$ cat config.mk
export PLATFORM = sky130hd
export DESIGN_NAME = tug_key_conditioner
export DESIGN_NICKNAME = d
export VERILOG_FILES = /design/src/rtl/tug_key_conditioner.sv
export SDC_FILE = /design/constraint.sdc
export NUM_CORES = 1
export LEC_CHECK = 0
export CAP_MARGIN = 0
export CELL_PAD_IN_SITES_DETAIL_PLACEMENT = 1
export CELL_PAD_IN_SITES_GLOBAL_PLACEMENT = 1
export CORE_MARGIN = 4
export CORE_UTILIZATION = 45
export DETAILED_ROUTE_END_ITERATION = 16
export PLACE_DENSITY_LB_ADDON = 0.3
export SLEW_MARGIN = 20
export SYNTH_ARGS = -nofsm -noshare
export SYNTH_HDL_FRONTEND = slang
export SYNTH_SLANG_ARGS = --single-unit
$ cat constraint.sdc
create_clock -name clk -period 4.65 [get_ports clk]
set_clock_uncertainty 0.2 [all_clocks]
set_input_delay 1.1625 -clock clk [delete_from_list [all_inputs] [get_ports clk]]
set_output_delay 1.1625 -clock clk [all_outputs]
set_load 0.03 [all_outputs]
$ cat src/rtl/tug_key_conditioner.sv
`default_nettype none
// ============================================================================
// tug_key_conditioner: synchronise, debounce and pulse-shape L/R/S for the tug core
// Revision 1.0
// ============================================================================
module tug_key_conditioner #(
   parameter int unsigned DEB_CYCLES = 4
) (
   input  logic clk,
   input  logic rst,
   input  logic en,
   input  logic L_raw,
   input  logic R_raw,
   input  logic S_raw,
   output logic L,
   output logic R,
   output logic S,
   output logic tie
);

   localparam logic [1:0]  c_RELEASED     = 2'b00;
   localparam logic [1:0]  c_PRESS_WAIT   = 2'b01;
   localparam logic [1:0]  c_PRESSED      = 2'b10;
   localparam logic [1:0]  c_RELEASE_WAIT = 2'b11;
   localparam logic [15:0] c_LAST         = 16'(DEB_CYCLES - 1);
   // Entry count of 0 lets a single-cycle debounce commit on the first wait cycle
   localparam logic [15:0] c_FIRST        = (DEB_CYCLES == 1) ? 16'd0 : 16'd1;

   logic [2:0] w_raw;
   logic [2:0] r_sync1;
   logic [2:0] r_sync2;
   logic [2:0] w_press;

   assign w_raw = {S_raw, R_raw, L_raw};

   always_ff @(posedge clk or posedge rst) begin
      if (rst) begin
         r_sync1 <= 3'b000;
         r_sync2 <= 3'b000;
      end else begin
         r_sync1 <= w_raw;
         r_sync2 <= r_sync1;
      end
   end

   generate
      for (genvar i = 0; i < 3; i++) begin : g_chan
         logic [1:0]  r_state;
         logic [1:0]  w_next;
         logic [15:0] r_cnt;
         logic [15:0] w_cnt_next;
         logic        w_s;

         assign w_s = r_sync2[i];

         always_ff @(posedge clk or posedge rst) begin
            if (rst) begin
               r_state <= c_RELEASED;
               r_cnt   <= 16'd0;
            end else begin
               r_state <= w_next;
               r_cnt   <= w_cnt_next;
            end
         end

         always_comb begin
            w_next     = r_state;
            w_cnt_next = r_cnt;
            case (r_state)
               c_RELEASED: begin
                  if (w_s) begin
                     w_next     = c_PRESS_WAIT;
                     w_cnt_next = c_FIRST;
                  end
               end
               c_PRESS_WAIT: begin
                  if (!w_s) begin
                     w_next     = c_RELEASED;
                     w_cnt_next = 16'd0;
                  end else if (r_cnt == c_LAST) begin
                     w_next     = c_PRESSED;
                     w_cnt_next = 16'd0;
                  end else begin
                     w_cnt_next = r_cnt + 16'd1;
                  end
               end
               c_PRESSED: begin
                  if (!w_s) begin
                     w_next     = c_RELEASE_WAIT;
                     w_cnt_next = c_FIRST;
                  end
               end
               default: begin
                  if (w_s) begin
                     w_next     = c_PRESSED;
                     w_cnt_next = 16'd0;
                  end else if (r_cnt == c_LAST) begin
                     w_next     = c_RELEASED;
                     w_cnt_next = 16'd0;
                  end else begin
                     w_cnt_next = r_cnt + 16'd1;
                  end
               end
            endcase
         end

         always_comb begin
            w_press[i] = (r_state == c_PRESS_WAIT) && w_s && (r_cnt == c_LAST);
         end

         // The debounced switch level is the "pressed side" bit of the state code
         if (i == 2) begin : g_level
            assign S = r_state[1];
         end
      end
   endgenerate

   always_ff @(posedge clk or posedge rst) begin
      if (rst) begin
         L   <= 1'b0;
         R   <= 1'b0;
         tie <= 1'b0;
      end else begin
         L   <= en & w_press[0] & ~w_press[1];
         R   <= en & w_press[1] & ~w_press[0];
         tie <= en & w_press[0] &  w_press[1];
      end
   end

endmodule
`default_nettype wire

==> results.ini <==
[final_layout]
fin_cells=476
antennaDiodeCount=0
drive_above_1_share=0.0902
inverters_excl_clock=13
dominant_cells=combinational gates
seq_area_um2=1580
finalCoreUtilization=0.526
fill_cells=836

[placement]
placed_cells=460
io_buffer_count=9
pre_cts_ws_ns=1.86

[yosys]
simple_gate_share=0.252
ys_types=53
fa_ha_area_frac=0.0401
async_reset_ff_frac=1.00
synthAoiAreaFrac=0.147
yosysTopAreaCell=dfrtp_1
avgSynthCellArea_um2=9.50
yosys_area_um2=3430
ys_cells=361
mux_area_frac=0.0285
synth_area_um2=3430

[floorplan]
die_h_um=95.3
core_um2=7330
fp_util=0.468
dieArea_um2=9080

[drt]
drt-total-wl_mm=8.10
drt_iter0_markers=120
drc=0
drtPass1Iterations=4

[flow_run]
warning_count=32
cap_violations=0

[hold_path]
hold_start=r_sync1[2]$_DFF_PP0_
hp-class=reg2reg
min_to=r_sync2[2]$_DFF_PP0_

[setup_path]
ff2ff_setup_slack_ns=1.93
cp.arrival_ns=1.51
path_class=reg2out
crit_family=buffers and inverters
crit_slowest_cell=clkdlybuf4s50_1
worstPathRequired_ns=3.29
cp_max_fo=6

[clocking]
holdBufCountCts=0
clkSinkCount=63
clkTransAtPathRegs_ns=0.07
root_buffer=clkbuf_8

[pwr]
p_int_uw=1200
pwr-share-clk=0.340
power_clock_uw=633
powerSeq_uw=687

[final_timing]
fin_crit_sh=0.618
max_freq_mhz=348
fin_crit_ns=2.87
hold_viol=0
max-slew-margin-rel=0.394
setup_tns_ns=0

[outcome]
status=complete, no violations

[global_route]
grt_pass1_wl_mm=14.2

==> Yosys cell counts, drive strengths merged, types with 3 or more instances <==
cell	instances
a21oi	31
and2	3
and3	9
and4	7
buf	5
clkbuf	5
dfrtp	63
ha	11
inv	13
mux2	5
mux2i	3
nand2	28
nand2b	4
nand3	22
nand4	15
nor2	21
nor3	7
nor4	9
nor4b	3
o211ai	3
o21ai	28
o31ai	5
or3	18
or4	3
xnor2	6
xor2	10
==> metal layers <==
layer,track usage,vias up,part of all wire
li1,-,1365,-
met2,0.327,32,0.49
met4,0.0805,0,0.018
met5,0,-,0
met3,0.0284,14,0.021
met1,0.264,1436,0.47
==> registers in the layout, summed over array words and instances, names as in the netlist, named ones only <==
| register | count |
|---|---|
| L | 1 |
| g_chan.r_cnt | 48 |
| tie | 1 |
| r_sync1 | 3 |
| R | 1 |
| r_sync2 | 3 |
| g_chan.r_state | 3 |
==> worst max-delay path by stage <==
stage               slack, ns                        endpoint  cells after the start                           start
floorplan                1.72                     L$_DFF_PP0_                      1                             rst
global placement         1.87  g_chan[1].r_cnt[2]$_DFFE_PP0P_                      3                             rst
detailed placement       1.86  g_chan[1].r_cnt[3]$_DFFE_PP0P_                      3                             rst
CTS                      1.76                               S                      1                       flip-flop
global route             1.56  g_chan[0].r_cnt[5]$_DFFE_PP0P_                      5  g_chan[0].r_cnt[0]$_DFFE_PP0P_
finish                   1.78                               S                      1                       flip-flop
==> layout by cell type (no fill, tap or decap), types with 7 or more instances in the layout <==
cell type,instances
dfrtp_1,63
a21oi_1,30
nand2_1,28
o21ai_0,27
nand3_1,22
nor2_1,21
or3_1,17
nand4_1,14
inv_1,12
ha_1,11
and3_1,9
nor4_1,9
xor2_1,9
clkbuf_8,9
clkdlybuf4s50_1,9
nor3_1,7
and4_1,7
**Sizing map**

(3 px per µm)
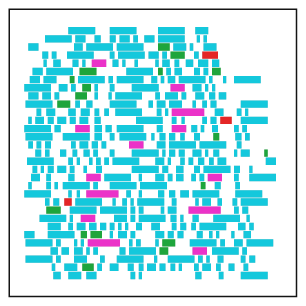
_2 cells: in green, cells 18, most used mux2_2. _3 and _4 cells: in red, cells 3. _0 and _1 cells: in cyan, cells 343, most used dfrtp_1. _6 and larger: in magenta, cells 13, most used clkbuf_8.
final worst slack: 1.78 ns
design area: 3860 µm²
layout overhead on the synthesized area: 12.6%
buffers outside the clock class: 10

**Wire density map**

(4 px per µm) 19 x 19 tiles, from dark purple (low) to yellow (high), scaled to the fullest tile. Values are wire area over tile area, all layers added.
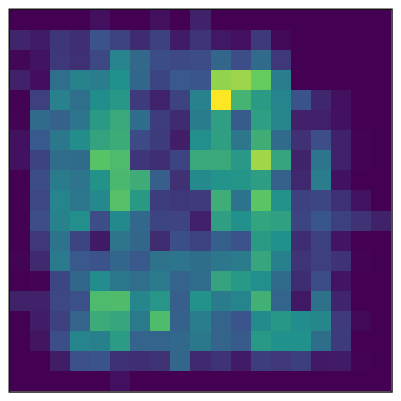
The emptiest ninth of the die: top right. The fullest tile reaches 0.56. 24% of the tiles are nearly empty.
routed length per instance: 17.0 µm
GRT Resource Usage Total: 0.199
via count: 2847

**Clock routing**

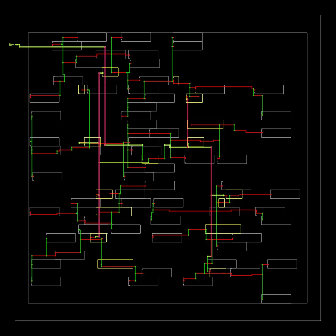
clock buffers: 9
CTS Buf Count: 9
Seq Cell Count: 63

**Signal wires on met3**

(4 px per µm)
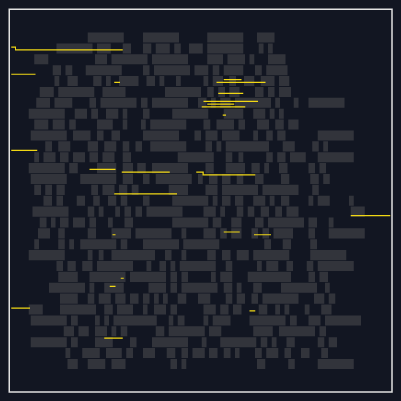
The layer carries 171 µm of wire. The longest straight run is 26.7 µm. The wires run mostly horizontal.

**Placed cells, one colour a class**

(4 px per µm)
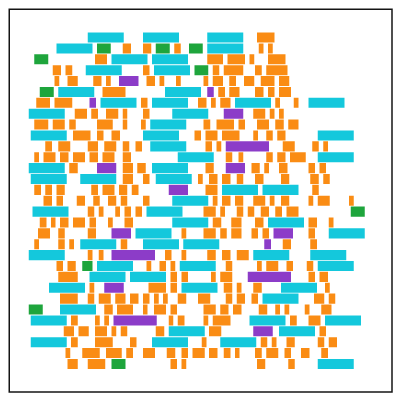
clock drivers and dummy loads: in purple, cells 16, share of their area 6.9%. combinational and other logic: in orange, cells 288, share of their area 48%. sequential cells: in cyan, cells 63, share of their area 42%. remaining buffers and delay cells: in green, cells 10, share of their area 2.6%.

Power figures rest on the tool's default switching activity, not on a simulated workload.
